<file path="src/rtl/sm_result_fifo_pkg.sv">
// Shared stack-machine definitions: result entry layout, status codes and
// the result-collector FSM encoding.
package sm_result_fifo_pkg;

    localparam int DATA_W  = 20;
    localparam int ERR_W   = 3;
    localparam int ENTRY_W = DATA_W + ERR_W;

    localparam logic [ERR_W-1:0] ERR_OK      = 3'd0;
    localparam logic [ERR_W-1:0] ERR_ERR     = 3'd1;
    localparam logic [ERR_W-1:0] ERR_UND     = 3'd2;
    localparam logic [ERR_W-1:0] ERR_RESTORE = 3'd4;

    typedef enum logic [1:0] {
        ST_IDLE  = 2'd0,
        ST_RUN   = 2'd1,
        ST_DRAIN = 2'd2,
        ST_DONE  = 2'd3
    } sm_state_e;

    typedef struct packed {
        logic [ERR_W-1:0]  err;
        logic [DATA_W-1:0] data;
    } res_entry_t;

endpackage

</file>
<file path="src/rtl/sm_res_buf.sv">
// Circular result buffer: storage, read/write pointers and occupancy count.
// Callers must only pop when non-empty and only push when not full or popping.
module sm_res_buf
    import sm_result_fifo_pkg::*;
#(
    parameter int DEPTH = 8
) (
    input  logic                     clk,
    input  logic                     rst,
    input  logic                     push,
    input  logic                     pop,
    input  res_entry_t               wr_entry,
    output res_entry_t               rd_entry,
    output logic [$clog2(DEPTH):0]   count,
    output logic                     full
);

    localparam int AW = $clog2(DEPTH);
    localparam logic [AW-1:0] PTR_ONE = AW'(1);
    localparam logic [AW:0]   CNT_ONE = (AW + 1)'(1);
    localparam logic [AW:0]   CNT_MAX = (AW + 1)'(DEPTH);

    res_entry_t    mem_q [DEPTH];
    res_entry_t    mem_d [DEPTH];
    logic [AW-1:0] wptr_q, wptr_d;
    logic [AW-1:0] rptr_q, rptr_d;
    logic [AW:0]   count_q, count_d;

    always_comb begin
        mem_d   = mem_q;
        wptr_d  = wptr_q;
        rptr_d  = rptr_q;
        count_d = count_q;
        if (push) begin
            mem_d[wptr_q] = wr_entry;
            wptr_d        = wptr_q + PTR_ONE;
        end
        if (pop) begin
            rptr_d = rptr_q + PTR_ONE;
        end
        case ({push, pop})
            2'b10:   count_d = count_q + CNT_ONE;
            2'b01:   count_d = count_q - CNT_ONE;
            default: count_d = count_q;
        endcase
    end

    // Storage is deliberately left out of reset; only the bookkeeping clears.
    always_ff @(posedge clk) begin
        mem_q <= mem_d;
    end

    always_ff @(posedge clk) begin
        if (rst) begin
            wptr_q  <= '0;
            rptr_q  <= '0;
            count_q <= '0;
        end else begin
            wptr_q  <= wptr_d;
            rptr_q  <= rptr_d;
            count_q <= count_d;
        end
    end

    assign rd_entry = mem_q[rptr_q];
    assign count    = count_q;
    assign full     = (count_q == CNT_MAX);

endmodule

</file>
<file path="src/rtl/sm_result_fifo.sv">
// Collects stack-machine results into a FIFO, tracks accepted/error/dropped
// statistics and signals done once the program finished and the FIFO drained.
module sm_result_fifo
    import sm_result_fifo_pkg::*;
#(
    parameter int DEPTH = 8,
    parameter int CW    = 8
) (
    input  logic              clk,
    input  logic              rst,
    input  logic              d_valid,
    input  logic [DATA_W-1:0] out_data,
    input  logic [ERR_W-1:0]  err_code,
    input  logic              fin,
    output logic              o_valid,
    input  logic              o_ready,
    output logic [DATA_W-1:0] o_data,
    output logic [ERR_W-1:0]  o_err,
    output logic              full,
    output logic              overflow,
    output logic [CW-1:0]     res_cnt,
    output logic [CW-1:0]     err_cnt,
    output logic [CW-1:0]     drop_cnt,
    output logic              done
);

    sm_state_e              state_q, state_d;
    logic [CW-1:0]          res_cnt_q, res_cnt_d;
    logic [CW-1:0]          err_cnt_q, err_cnt_d;
    logic [CW-1:0]          drop_cnt_q, drop_cnt_d;
    logic                   overflow_q, overflow_d;
    logic                   push_req, push, pop, drop;
    logic [$clog2(DEPTH):0] count;
    res_entry_t             wr_entry, rd_entry;

    function automatic logic [CW-1:0] sat_inc(input logic [CW-1:0] v);
        return (v == {CW{1'b1}}) ? v : v + CW'(1);
    endfunction

    sm_res_buf #(.DEPTH(DEPTH)) u_buf (
        .clk      (clk),
        .rst      (rst),
        .push     (push),
        .pop      (pop),
        .wr_entry (wr_entry),
        .rd_entry (rd_entry),
        .count    (count),
        .full     (full)
    );

    always_ff @(posedge clk) begin
        if (rst) begin
            state_q <= ST_IDLE;
        end else begin
            state_q <= state_d;
        end
    end

    always_comb begin
        state_d = state_q;
        unique case (state_q)
            ST_IDLE: begin
                if (fin) begin
                    state_d = ST_DRAIN;
                end else if (d_valid) begin
                    state_d = ST_RUN;
                end
            end
            ST_RUN: begin
                if (fin) begin
                    state_d = ST_DRAIN;
                end
            end
            ST_DRAIN: begin
                if ((count == '0) && !push) begin
                    state_d = ST_DONE;
                end
            end
            ST_DONE: state_d = ST_DONE;
            default: state_d = ST_IDLE;
        endcase
    end

    // A push into a full buffer is still taken when the head leaves this cycle.
    always_comb begin
        done     = (state_q == ST_DONE);
        o_valid  = (count != '0);
        pop      = o_valid && o_ready;
        push_req = d_valid && (state_q != ST_DONE);
        push     = push_req && (!full || pop);
        drop     = push_req && full && !pop;
        wr_entry = '{err: err_code, data: out_data};
        o_data   = rd_entry.data;
        o_err    = rd_entry.err;
    end

    always_comb begin
        res_cnt_d  = res_cnt_q;
        err_cnt_d  = err_cnt_q;
        drop_cnt_d = drop_cnt_q;
        overflow_d = overflow_q;
        if (push) begin
            res_cnt_d = sat_inc(res_cnt_q);
            if (err_code != ERR_OK) begin
                err_cnt_d = sat_inc(err_cnt_q);
            end
        end
        if (drop) begin
            drop_cnt_d = sat_inc(drop_cnt_q);
            overflow_d = 1'b1;
        end
    end

    always_ff @(posedge clk) begin
        if (rst) begin
            res_cnt_q  <= '0;
            err_cnt_q  <= '0;
            drop_cnt_q <= '0;
            overflow_q <= 1'b0;
        end else begin
            res_cnt_q  <= res_cnt_d;
            err_cnt_q  <= err_cnt_d;
            drop_cnt_q <= drop_cnt_d;
            overflow_q <= overflow_d;
        end
    end

    assign res_cnt  = res_cnt_q;
    assign err_cnt  = err_cnt_q;
    assign drop_cnt = drop_cnt_q;
    assign overflow = overflow_q;

endmodule
</file>
<file path="config.mk">
export PLATFORM = sky130hd
export DESIGN_NAME = sm_result_fifo
export DESIGN_NICKNAME = d
export VERILOG_FILES = /design/src/rtl/sm_result_fifo_pkg.sv /design/src/rtl/sm_res_buf.sv /design/src/rtl/sm_result_fifo.sv
export SDC_FILE = /design/constraint.sdc
export NUM_CORES = 1
export LEC_CHECK = 0
export ABC_AREA = 1
export CORE_MARGIN = 4
export CORE_UTILIZATION = 55
export CTS_CLUSTER_DIAMETER = 50
export DETAILED_ROUTE_END_ITERATION = 10
export MAX_ROUTING_LAYER = met4
export PLACE_DENSITY_LB_ADDON = 0.12
export SYNTH_ARGS = -nofsm -noshare
export SYNTH_HDL_FRONTEND = slang
export SYNTH_SLANG_ARGS = --single-unit
</file>
<file path="constraint.sdc">
create_clock -name clk -period 4.74 [get_ports clk]
set_input_delay 0.474 -clock clk [delete_from_list [all_inputs] [get_ports clk]]
set_output_delay 0.474 -clock clk [all_outputs]
set_load 0.005 [all_outputs]
</file>
==> results.json, run 1 <==
{
  "fmax_mhz": 279,
  "fin_crit_sh": 0.757,
  "drt_pre_antenna_iters": 5,
  "min_to": "overflow",
  "worstPathCellList": "inv_2 > buf_4 > o21ai_0 > o22ai_1 > nor2_1 > a31oi_1 > clkdlybuf4s50_1",
  "gr-total-overflow": 0,
  "dp_slack_ns": 1.71,
  "rows": 46,
  "async_flop_share": 0,
  "clkLatencyLatePin_ns": 0.50,
  "synth_flops": 221,
  "startpoint": "u_buf.rptr_q[0]",
  "avgSynthCellArea_sq_um": 11.3,
  "hpwl_um": 11100,
  "post-route-min-period_ns": 3.59,
  "place_area_sq_um": 10100,
  "yosysTopAreaCell": "edfxtp_1",
  "avgViaCountPerCell": 5.55,
  "root_buffer": "clkbuf_16",
  "dieHeight_um": 136,
  "ir_drop_mv": 0.311,
  "syn_area_sq_um": 9060,
  "ant_nets": 0,
  "tool_warnings": 26,
  "synthAdderAreaFrac": 0.00829,
  "maxSlewViolCount": 0,
  "worstSetupStartpointType": "register",
  "hold_start": "overflow",
  "placed_cells": 1068,
  "required_ns": 4.27,
  "status": "complete, no violations",
  "worstReg2RegEnd": "u_buf.mem_q[148]",
  "fp_nets": 838,
  "ys_types": 37,
  "edf_count": 184,
  "postLayoutCellArea_sq_um": 10900,
  "netlist_instances": 804,
  "layout-drive-gt1-share": 0.0926,
  "hold_violations": 0,
  "die_width_um": 136,
  "clk_pin_slew_worst_paths_ns": 0.06,
  "logic_family": "simple AND/OR/NAND/NOR gates",
  "grt_pass1_wl_um": 30500,
  "fp-utilization": 0.566,
  "cp_max_fo": 61,
  "grt_use_met1": 0.290,
  "ys.flop_type": "edfxtp_1",
  "grt_usage": 0.214,
  "powerComb_mw": 1.07,
  "yosysCellCount": 804,
  "grt_use_met3": 0.0329,
  "hold_depth": 2,
  "h-tree-depth": 1,
  "simple_gate_area_frac": 0.142,
  "p_int_mw": 3.86,
  "endpoint": "o_data[6]",
  "gp_congestion": 0.817,
  "p_sw_frac": 0.268,
  "crit_family": "buffers and inverters",
  "met2_length_um": 9250,
  "fin_skew_ns": 0.00880,
  "synthMuxAreaShare": 0,
  "arrival_ns": 3.11,
  "top_register": "u_buf.mem_q",
  "synth-compound-area-share": 0.109,
  "fin_nets": 912,
  "slew-limit-headroom": 0.122,
  "cts_tree": "built",
  "p_seq_mw": 2.22,
  "critical_path_class": "reg2out",
  "postCtsSetupBuffers": 0,
  "cp_num_cells": 7,
  "power-top-group": "sequential cells",
  "dr_wl_met3_um": 1170,
  "postSynthSeqShare": 0.692,
  "cts_buffers": 24,
  "p_leak_nw": 3.75,
  "fin_cells": 1112,
  "antenna_found_initial": 0,
  "die-area_sq_um": 18600,
  "end_kind": "primary output",
  "p_seq_frac": 0.422,
  "r2r_slack_ns": 2.50,
  "n_antenna_cell": 0,
  "fin_util": 0.682,
  "busiest_layer": "met2",
  "cts_resized": 0,
  "lay_top_cells": "nor2_1, edfxtp_1, o21ai_0",
  "drtIter0Drc": 503,
  "setup_viol": 0,
  "power_density_nw_per_um2": 483,
  "core_sq_um": 16000,
  "power_clock_mw": 1.98,
  "grt_max_degree": 96,
  "worst_slew_pin_slew_ns": 1.32,
  "synth-xor-area-share": 0.0116,
  "r2r.worst_path.cells": 7,
  "worst_path_max_delay_cell": "inv_2",
  "crit_path_max_incr_delay_ns": 0.66,
  "p_switching_mw": 1.41,
  "wl_per_cell_um": 17.3,
  "met1_length_um": 8410,
  "grt_setup_unrepaired": "no",
  "pwr-share-clk": 0.375,
  "setup_slack_ns": 1.15,
  "timing.rr.start": "state_q[0]",
  "top_cell_area_share": 0.610,
  "max_cap_viol_count": 0,
  "drc": 0,
  "top_layer_used": "met4",
  "io_pins": 79,
  "path_buffers": 3,
  "largest_reg_flops": 184,
  "finalSetupTns_ns": 0,
  "cts-hold-fix-buffers": 0,
  "clock-sinks": 221,
  "clk_path_buf_depth": 3,
  "grt_pass1_vias": 5916,
  "ys_top_cells_by_area": "edfxtp_1, dfxtp_1, nor2_1",
  "ys_area_sq_um": 9060,
  "portBuffers": 78,
  "hold_ws_ns": 0.465,
  "yosys_warnings": 0,
  "combPwrFrac": 0.203,
  "syn_to_final_growth_pct": 20.4,
  "power.total_mw": 5.27,
  "hp-class": "reg2reg"
}
run 1: cells in the mapped netlist (5+ instances only):
| library cell | n |
|---|---|
| nor2_1 | 192 |
| edfxtp_1 | 184 |
| o21ai_0 | 105 |
| nand2_1 | 56 |
| inv_1 | 38 |
| dfxtp_1 | 37 |
| a21oi_1 | 28 |
| clkbuf_1 | 28 |
| a31oi_1 | 23 |
| o22ai_1 | 23 |
| nand3_1 | 15 |
| buf_2 | 10 |
| nor3_1 | 9 |
| ha_1 | 6 |
| xnor2_1 | 6 |
| xor2_1 | 6 |
| nand2_2 | 5 |
| nand4_1 | 5 |
run 1: final cells by class:
class	instances	area, sq um
sequential	221	6270
fill	1186	5090
multi-input combinational	499	2490
timing repair buffer	87	848
clock buffer	26	629
tap	216	270
clock inverter	18	229
inverter	45	175
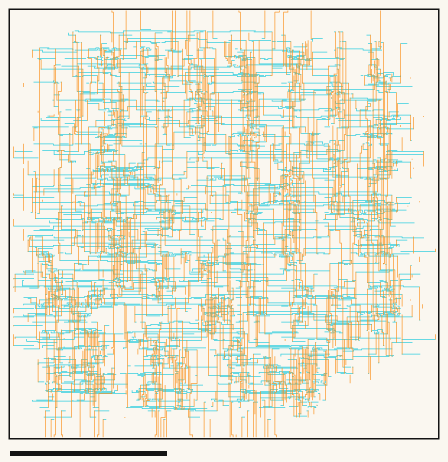
**Above:** run 1 (routed metal, one color a layer).
Scale bar: 50 um. Only two layers are drawn.
met2 -> orange  # wire length 9,250 um
met1 -> cyan  # wire length 8,420 um

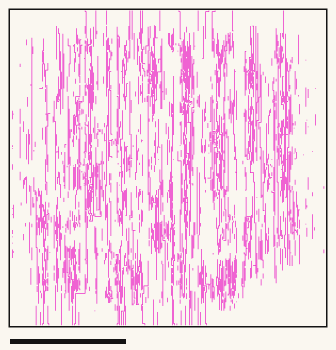
**Above:** run 1 (met2 routing).
Scale bar: 50 um.
nets with wire on the layer = 705
main direction = vertical
final WL: 19,200 um
GR Util met2: 0.347
total number of vias: 6,169

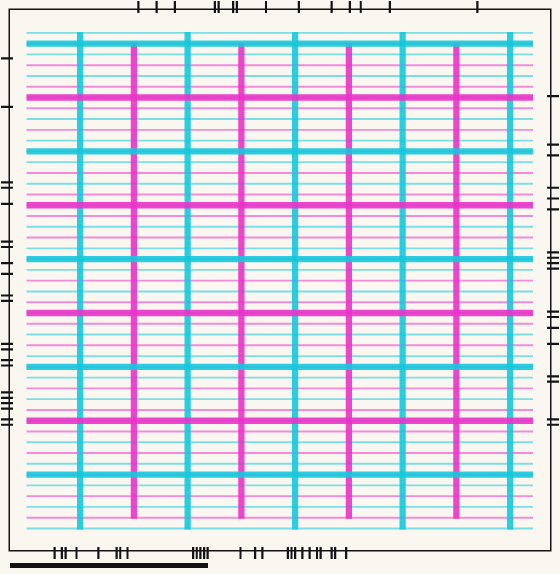
**Above:** run 1 (power grid).
Scale bar: 50 um. Pins as bars on the die edge.
VDD -> magenta
VSS -> cyan
met4 straps = 9
met5 straps = 9
met1 rails = 47

**Run 1: the clock network**

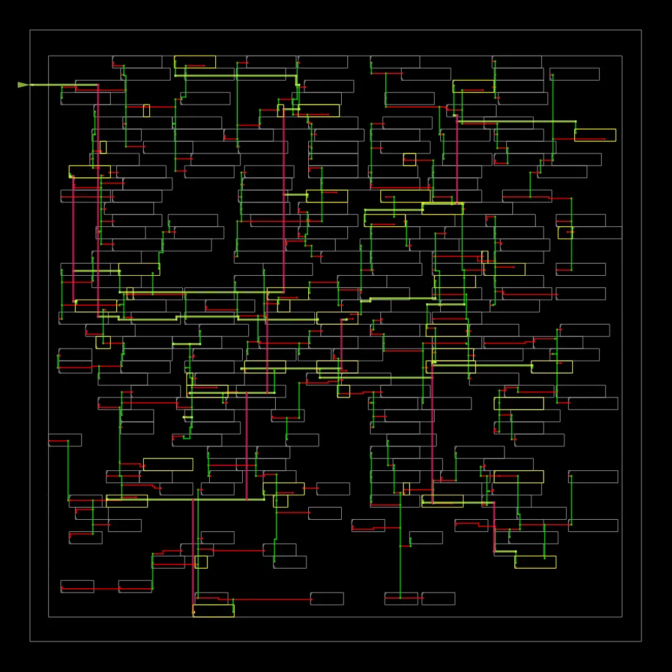

--- run 2 (diff from run 1) ---
CORE_UTILIZATION = 52   (was 55)
clock period = 2.97 ns   (was 4.74 ns; I/O delays follow)
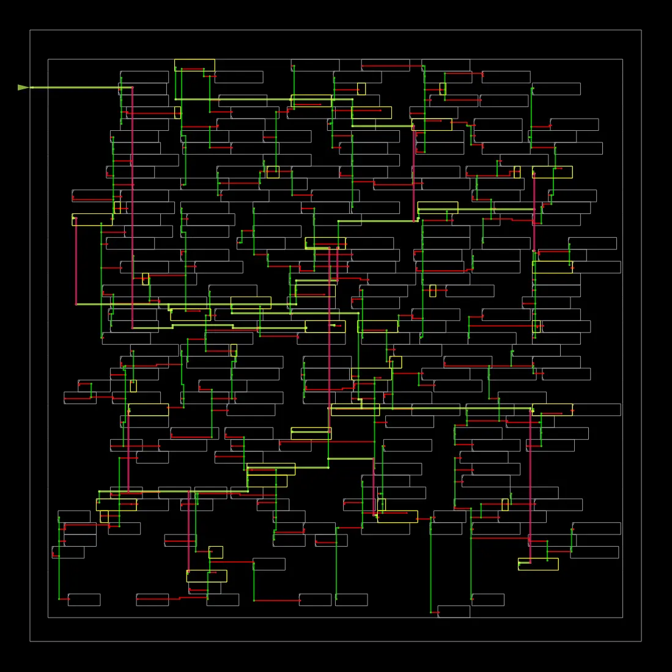
**Above:** run 2 (the clock network).
Worst-Skew Late Latency: 0.50 ns
CTS Sinks: 221

==> run 2 against run 1 <==
Cell count rose by 1.3%. Combinational power rose by 64%. Cell area fell by 0.23%. Synthesized cell count did not move. Count of clock-buffer cells in the layout rose by 2. Flip-flop count did not move. Clock skew fell by 0.0027 ns. Largest cell class unchanged. Critical path type unchanged. Total power rose by 52%. Worst setup slack got worse by 0.94 ns. Register-to-register slack got worse by 1.6 ns. Synthesized area did not move. Core utilization fell by 3.5 points.
==> results.json, run 2 <==
{
  "gr-total-overflow": 0,
  "clk_path_buf_depth": 3,
  "yosysCellCount": 804,
  "place_area_sq_um": 10200,
  "yosys_warnings": 0,
  "r2r_slack_ns": 0.93,
  "powerComb_mw": 1.75,
  "grt_use_met3": 0.0314,
  "setup_slack_ns": 0.212,
  "hold_start": "fin",
  "grt_pass1_vias": 5936,
  "synthAdderAreaFrac": 0.00829,
  "netlist_top_cells_count": "nor2_1, edfxtp_1, o21ai_0",
  "power_clock_mw": 2.72,
  "setup_viol": 0,
  "hp-class": "in2reg",
  "dr_wl_met3_um": 1070,
  "async_flop_share": 0,
  "grt_use_met1": 0.261,
  "arrival_ns": 2.46,
  "maxSlewViolCount": 0,
  "power-top-group": "sequential cells",
  "cts_resized": 0,
  "ant_nets": 0,
  "endpoint": "o_err[0]",
  "syn_area_sq_um": 9060,
  "avgViaCountPerCell": 5.51,
  "top_cell_area_share": 0.610,
  "antenna_found_initial": 0,
  "drc": 0,
  "p_sw_frac": 0.274,
  "drtIter0Drc": 499,
  "fmax_mhz": 363,
  "clk_pin_slew_worst_paths_ns": 0.06,
  "num_vias": 6209,
  "layout-drive-gt1-share": 0.101,
  "p_seq_frac": 0.443,
  "ys_area_sq_um": 9060,
  "h-tree-depth": 1,
  "finalSetupTns_ns": 0,
  "synth-xor-area-share": 0.0116,
  "grt_max_degree": 65,
  "top_register": "u_buf.mem_q",
  "synthMuxAreaShare": 0,
  "crit_family": "buffers and inverters",
  "portBuffers": 78,
  "io_pins": 79,
  "ir_drop_mv": 0.445,
  "synth_dominant_cell_count": "nor2_1",
  "die_width_um": 140,
  "hold_depth": 3,
  "worstPathCellList": "inv_1 > buf_4 > o21ai_0 > o22ai_1 > nor2_1 > a31oi_1 > clkdlybuf4s50_1",
  "grt_pass1_wl_um": 30900,
  "ys.flop_type": "edfxtp_1",
  "postCtsSetupBuffers": 0,
  "fillers": 1311,
  "placed_cells": 1086,
  "cts_tree": "built",
  "dieHeight_um": 140,
  "avgSynthCellArea_sq_um": 11.3,
  "rows": 47,
  "p_seq_mw": 3.55,
  "fin_util": 0.647,
  "fp_nets": 838,
  "root_buffer": "clkbuf_16",
  "timing.rr.start": "u_buf.count[0]",
  "synth_flops": 221,
  "worst_path_max_delay_cell": "clkdlybuf4s50_1",
  "p_int_mw": 5.82,
  "combPwrFrac": 0.218,
  "critical_path_class": "reg2out",
  "fin_nets": 925,
  "cts_buffers": 23,
  "p_switching_mw": 2.20,
  "met1_length_um": 8410,
  "end_kind": "primary output",
  "postLayoutCellArea_sq_um": 10900,
  "postSynthSeqShare": 0.692,
  "largest_reg_flops": 184,
  "top_layer_used": "met4",
  "r2r.worst_path.cells": 10,
  "required_ns": 2.67,
  "cp_max_fo": 29,
  "slew-limit-headroom": 0.605,
  "dp_slack_ns": 0.596,
  "drt_pre_antenna_iters": 5,
  "busiest_layer": "met2",
  "status": "complete, no violations",
  "hold_violations": 0,
  "hpwl_um": 11900,
  "fin_skew_ns": 0.00613,
  "cts-hold-fix-buffers": 0,
  "fin_crit_sh": 0.928,
  "path_buffers": 3,
  "simple_gate_area_frac": 0.142,
  "met2_length_um": 9700,
  "min_to": "state_q[1]",
  "pwr-share-clk": 0.339,
  "startpoint": "u_buf.rptr_q[1]",
  "worstSetupStartpointType": "register",
  "fp-utilization": 0.539,
  "tool_warnings": 26,
  "ys_top_cells_by_area": "edfxtp_1, dfxtp_1, nor2_1",
  "gp_congestion": 0.828,
  "synth-compound-area-share": 0.109,
  "fin_cells": 1127,
  "p_leak_nw": 3.77,
  "lay_top_cells": "nor2_1, edfxtp_1, o21ai_0",
  "worst_slew_pin_slew_ns": 0.592,
  "cp_num_cells": 7,
  "yosysTopAreaCell": "edfxtp_1",
  "syn_to_final_growth_pct": 20.2
}
[run 2: cell types whose count changed in the layout (fill, tap and decap cells not counted), moves of 3 or more]
| cell | change |
|---|---|
| buf_4 | +11 |
| nor2_2 | +4 |
| clkinv_2 | +4 |
| nor2_4 | -4 |
| bufinv_16 | -3 |
| clkbuf_1 | +4 |
[run 2: cell type report]
cell class | instances | area [sq um] | area share
clock buffer | 28 | 594 | 0.0546
clock inverter | 13 | 119 | 0.0109
inverter | 45 | 176 | 0.0162
multi-input combinational | 499 | 2470 | 0.227
sequential | 221 | 6270 | 0.576
tap | 220 | 275 | 0.0253
timing repair buffer | 101 | 982 | 0.0902
Power is estimated from default activity; no workload was simulated.
